==> run_1/power_grid.png <==
Scale bar: 20 um. Pins as bars on the die edge.
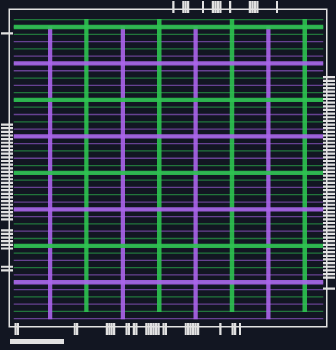
==> run_1/placement_by_type.png <==
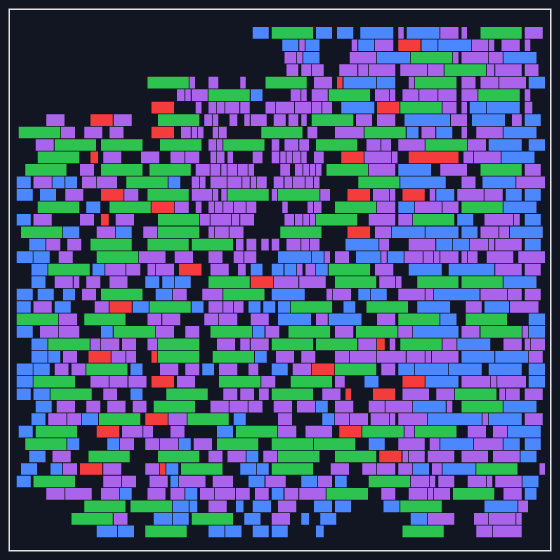
==> run_1/clk_routes.png <==
Scale bar: 20 um.
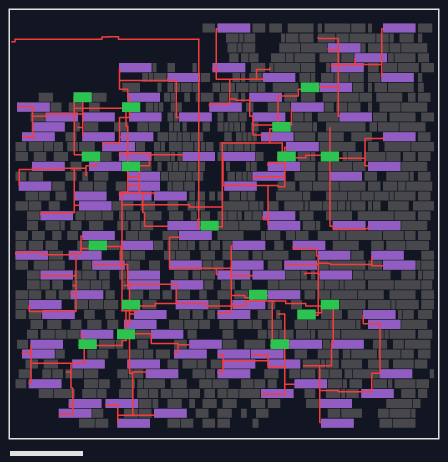
===== src/rtl/fetch_memory_bridge.sv =====
// Fetch-to-instruction-memory bridge: single-outstanding Avalon-style reads,
// a one-word return buffer, flush-aware response discard and a bus timeout.
module fetch_memory_bridge #(
  parameter int unsigned MAX_WAIT = 255
) (
  input  logic        clock,
  input  logic        reset_n,
  input  logic        address_enable,
  input  logic [31:0] address,
  input  logic        flush,
  output logic [31:0] data,
  output logic        data_valid,
  output logic        has_flushed,
  output logic        mem_read,
  output logic [31:0] mem_address,
  input  logic        mem_waitrequest,
  input  logic [31:0] mem_readdata,
  input  logic        mem_readdatavalid,
  output logic        bus_error
);

  // state   | meaning
  // IDLE    | no read outstanding; buffer hits served, misses start a read
  // REQUEST | mem_read asserted, waiting for the command to be accepted
  // WAIT    | command accepted, response will be forwarded and buffered
  // STALE   | command accepted but flushed; response will be discarded
  typedef enum logic [1:0] {IDLE, REQUEST, WAIT, STALE} state_t;

  localparam logic [15:0] WAIT_LIMIT = 16'(MAX_WAIT);

  state_t      state;
  logic [31:0] req_addr;
  logic [31:0] buf_addr;
  logic [31:0] buf_data;
  logic        buf_valid;
  logic        stale_pending;
  logic [15:0] wait_count;
  logic [15:0] wait_next;
  logic        timeout;
  logic        hit;
  logic        forward;

  assign wait_next = wait_count + 16'd1;
  assign timeout   = (wait_next == WAIT_LIMIT);

  assign hit     = address_enable && buf_valid && (buf_addr[31:2] == address[31:2]);
  assign forward = (state == WAIT) && mem_readdatavalid && !flush && address_enable &&
                   (req_addr[31:2] == address[31:2]);

  always_comb begin
    data_valid = !flush && (forward || hit);
    data       = 32'd0;
    if (data_valid) data = forward ? mem_readdata : buf_data;
  end

  assign has_flushed = (state == IDLE);
  assign mem_read    = (state == REQUEST);
  assign mem_address = {req_addr[31:2], 2'b00};

  always_ff @(posedge clock or negedge reset_n) begin
    if (!reset_n) begin
      state         <= IDLE;
      req_addr      <= 32'd0;
      buf_addr      <= 32'd0;
      buf_data      <= 32'd0;
      buf_valid     <= 1'b0;
      stale_pending <= 1'b0;
      wait_count    <= 16'd0;
      bus_error     <= 1'b0;
    end else begin
      if (flush) buf_valid <= 1'b0;
      case (state)
        IDLE: begin
          if (address_enable && !hit && !flush) begin
            req_addr      <= address;
            wait_count    <= 16'd0;
            stale_pending <= 1'b0;
            state         <= REQUEST;
          end
        end
        REQUEST: begin
          wait_count <= wait_next;
          if (flush) stale_pending <= 1'b1;
          // Timeout wins over a same-cycle accept so the counter never overshoots.
          if (timeout) begin
            bus_error     <= 1'b1;
            stale_pending <= 1'b0;
            state         <= IDLE;
          end else if (!mem_waitrequest) begin
            stale_pending <= 1'b0;
            state         <= (flush || stale_pending) ? STALE : WAIT;
          end
        end
        WAIT: begin
          wait_count <= wait_next;
          if (mem_readdatavalid) begin
            if (!flush) begin
              buf_addr  <= req_addr;
              buf_data  <= mem_readdata;
              buf_valid <= 1'b1;
            end
            state <= IDLE;
          end else if (timeout) begin
            bus_error <= 1'b1;
            state     <= IDLE;
          end else if (flush) begin
            state <= STALE;
          end
        end
        STALE: begin
          wait_count <= wait_next;
          if (mem_readdatavalid) begin
            state <= IDLE;
          end else if (timeout) begin
            bus_error <= 1'b1;
            state     <= IDLE;
          end
        end
        default: state <= IDLE;
      endcase
    end
  end

endmodule


===== config.mk =====
export PLATFORM = sky130hd
export DESIGN_NAME = fetch_memory_bridge
export DESIGN_NICKNAME = d
export VERILOG_FILES = /design/src/rtl/fetch_memory_bridge.sv
export SDC_FILE = /design/constraint.sdc
export NUM_CORES = 1
export LEC_CHECK = 0
export CAP_MARGIN = 30
export CORE_UTILIZATION = 45
export CTS_BUF_LIST = sky130_fd_sc_hd__clkbuf_8
export CTS_CLUSTER_DIAMETER = 150
export CTS_CLUSTER_SIZE = 25
export DETAILED_ROUTE_END_ITERATION = 8
export PLACE_DENSITY = 0.73
export SLEW_MARGIN = 20
export SYNTH_ARGS = -nofsm -noshare
export SYNTH_HDL_FRONTEND = slang
export SYNTH_SLANG_ARGS = --single-unit

===== constraint.sdc =====
create_clock -name clock -period 3.68 [get_ports clock]
set_input_delay 0.92 -clock clock [delete_from_list [all_inputs] [get_ports clock]]
set_output_delay 0.92 -clock clock [all_outputs]
set_load 0.05 [all_outputs]

==> results.toml, run 1 <==
# flow metrics
[status]
status = "finished with violations"
failing_checks = "setup timing"

[cts]
postCtsResizedCells = 124
clk_transition_reported_paths_ns = 0.07
tritoncts = "yes"

[sta]
fin_setup_tns_ns = -15.63
report.final.setup_viol = 33
finalWorstPathRequiredPeriod_ns = 4.20
fin_ws_ns = -0.519
final.hold.worst_slack_ns = 0.452
fin_skew_ns = 0.00900
drv_slew = 0
report.final.hold_viol_count = 0

[worst_hold_path]
hp-class = "primary input to async pin"

[final_layout]
regArea_um2 = 2830
clock_area_frac = 0.0409
num_antenna_cells = 3
finalNonFillerCells = 939
total_non_filler_cell_area_in_the_finished_layout_um2 = 9560
buffers = 189
layout-area-overhead-vs-synth_pct = 58.2
area.share.combinational = 0.385
comb_area_um2 = 3680

[synth]
flip_flops_with_a_built_in_enable = 0
syn-cell-area_um2 = 6040
muxShareOfSynthArea = 0.175
netlist_top_cells_area = "dfrtp_1 (47%), mux2_2 (17%), xor2_1 (8.6%), a21oi_1 (3.3%), or2_0 (3.3%)"
avgSynthCellArea_um2 = 10.5
synthCells = 574
synth_seq_share = 0.468

[global_route]
grt_max_degree = 78
grtUsageMet1 = 0.309
grt_overflow_total = 0
top_usage_layer = "met2"
gr-usage-met3 = 0.0640
gr-usage-all-layers = 0.260

[worst_setup_path]
path_cells = "clkdlybuf4s50_1, xnor2_2, nand4_1, or4_4, buf_4, buf_16, or2_1, a21oi_4, buf_12"
endpoint = "data[2]"
critical_path_arrival_ns = 3.28
rrSetupSlack_ns = 1.10
cp_num_cells = 9

[power_and_ir_drop]
switching_share = 0.407
powerDensity_nw_per_um2 = 634
seq_power_mw = 2.39
powerClk_mw = 1.13
top_contributor_to_total_power = "combinational cells"
p_int_mw = 3.60
clock_power_share = 0.187
ir_worst_vdd_mv = 0.593
share_seq_of_total_power = 0.394

[drt]
finalWirelength_um = 17400
avgRoutedWirePerCell_um = 18.5
wl_met2_um = 8990

[run]
tool_warnings = 32

[placement]
global_placer_s_final_weighted_congestion = 0.851
post_detailed_placement_half_perimeter_wirelength_um = 10600
io_buffers = 133

[die]
dieArea_um2 = 13900
fp_util = 0.469
die_height_um = 118
dieWidth_um = 118
About power_grid.png:
[green] VDD
[purple] VSS
met4 straps: 8
rows: 41

About placement_by_type.png:
[green] flops | cells: 113
[blue] other buffers and delay cells | cells: 189
[red] clock drivers and dummy loads | cells: 32
[purple] combinational and other logic | cells: 430

About clk_routes.png:
[purple] flip-flops | count: 113
[red] clock wires | length: 1490 um
[green] clock drivers | count: 17
routed clock nets: 18
flops lie: widely spread

--- run 2 (diff from run 1) ---
--- a/config.mk
+++ b/config.mk
@@ -8,10 +8,10 @@
 export CAP_MARGIN = 30
 export CORE_UTILIZATION = 45
 export CTS_BUF_LIST = sky130_fd_sc_hd__clkbuf_8
-export CTS_CLUSTER_DIAMETER = 150
+export CTS_CLUSTER_DIAMETER = 200
 export CTS_CLUSTER_SIZE = 25
 export DETAILED_ROUTE_END_ITERATION = 8
-export PLACE_DENSITY = 0.73
+export PLACE_DENSITY = 0.76
 export SLEW_MARGIN = 20
 export SYNTH_ARGS = -nofsm -noshare
 export SYNTH_HDL_FRONTEND = slang
==> constraint.sdc (replaced) <==
create_clock -name clock -period 3.8 [get_ports clock]
set_input_delay 0.95 -clock clock [delete_from_list [all_inputs] [get_ports clock]]
set_output_delay 0.95 -clock clock [all_outputs]
set_load 0.05 [all_outputs]
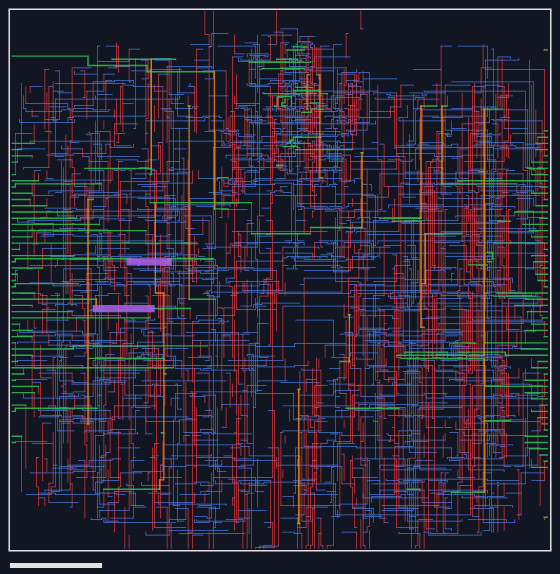
(run_2/wires.png)
Scale bar: 20 um.
[red] metal 2 | wire length: 9330 um
[orange] metal 4 | wire length: 458 um
[green] metal 3 | wire length: 1120 um
[purple] metal 5 | wire length: 20.2 um
[blue] metal 1 | wire length: 7370 um

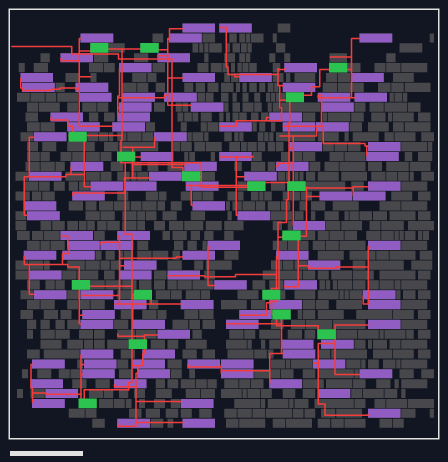
(run_2/clk_routes.png)
Scale bar: 20 um.
[green] clock drivers | count: 17
[red] clock wires | length: 1510 um
[purple] flip-flops | count: 113
routed clock nets: 18
flops lie: widely spread

==> results.toml, run 2 <==
# flow metrics
[final_layout]
finalCoreUtilization = 0.755
buffers = 197
multiInputCombCellCount = 389
area_share_nonclk_buffers = 0.236
total_non_filler_cell_area_in_the_finished_layout_um2 = 9720
clock_area_frac = 0.0510
layout-area-overhead-vs-synth_pct = 60.9
comb_area_um2 = 3730
finalNonFillerCells = 945
regArea_um2 = 2830
num_antenna_cells = 1
area.share.combinational = 0.384

[worst_setup_path]
critical_path.slowest_cell = "or4_4"
cp_num_cells = 10
endpoint = "data[3]"
critical_path_arrival_ns = 3.24
cp-start-kind = "primary input"
path_cells = "clkbuf_2, xor2_2, nor4_2, nand4_1, or4_4, buf_12, buf_16, or2_4, a21oi_4, buf_12"
worst_path_largest_cell_delay_ns = 0.56
cp-end-kind = "output port"
cp.buffers_inverters = 4
worst_r2r_endpoint = "stale_pending"
cp_data_required_time_ns = 2.85
rrSetupSlack_ns = 1.13

[synth]
avgSynthCellArea_um2 = 10.5
flip_flops_with_a_built_in_enable = 0
synth.cellmix.simpleShare = 0.138
async_flop_share = 1.00
synth_seq_share = 0.468
syn-cell-area_um2 = 6040
logic_family = "multiplexers"
netlist_top_cells_area = "dfrtp_1 (47%), mux2_2 (17%), xor2_1 (8.6%), a21oi_1 (3.3%), or2_0 (3.3%)"
synthCells = 574
muxShareOfSynthArea = 0.175
synth_top_flop_cell = "dfrtp_1"

[die]
dieWidth_um = 118
num_rows = 41
dieArea_um2 = 13900
floorplan.tapcells = 172
die_height_um = 118
fp_util = 0.469
ioPinCount = 138

[power_and_ir_drop]
share_seq_of_total_power = 0.371
switching_share = 0.394
clock_power_share = 0.225
powerDensity_nw_per_um2 = 644
top_contributor_to_total_power = "combinational cells"
powerClk_mw = 1.41
combinationalPowerShare = 0.404
ir_worst_vdd_mv = 0.588
seq_power_mw = 2.32
p_int_mw = 3.79

[drt]
avgRoutedWirePerCell_um = 19.4
finalWirelength_um = 18300
top_layer_used_by_detailed_routing = "met5"
wl_met2_um = 9330
detail_route.drc_violations = 0

[global_route]
grt_overflow_total = 0
grtUsageMet1 = 0.326
gr-usage-all-layers = 0.270
met2_track_utilization_from_global_routing = 0.456
grt_max_degree = 68
global_route_wire_length_before_repair_um = 29000
top_usage_layer = "met2"
gr-usage-met3 = 0.0712

[worst_hold_path]
hold_path.startpoint = "bus_error"
hp-class = "flip-flop to flip-flop"

[sta]
report.final.setup_viol = 33
fin_skew_ns = 0.00971
fin_setup_tns_ns = -11.87
worst_relative_slew_slack = 0.331
final.hold.worst_slack_ns = 0.487
fin_ws_ns = -0.395
finalWorstPathRequiredPeriod_ns = 4.19
drv_slew = 0
worst_slew_pin_tran_ns = 1.00
report.final.hold_viol_count = 0

[run]
tool_warnings = 32

[placement]
global_placer_s_final_weighted_congestion = 0.842
post_detailed_placement_half_perimeter_wirelength_um = 11000
post-place-ws_ns = -0.926
io_buffers = 133

[cts]
clock_sinks = 113
tritoncts = "yes"
clk_transition_reported_paths_ns = 0.06
cts_buffers = 17
postCtsResizedCells = 128

[status]
failing_checks = "setup timing"
status = "finished with violations"
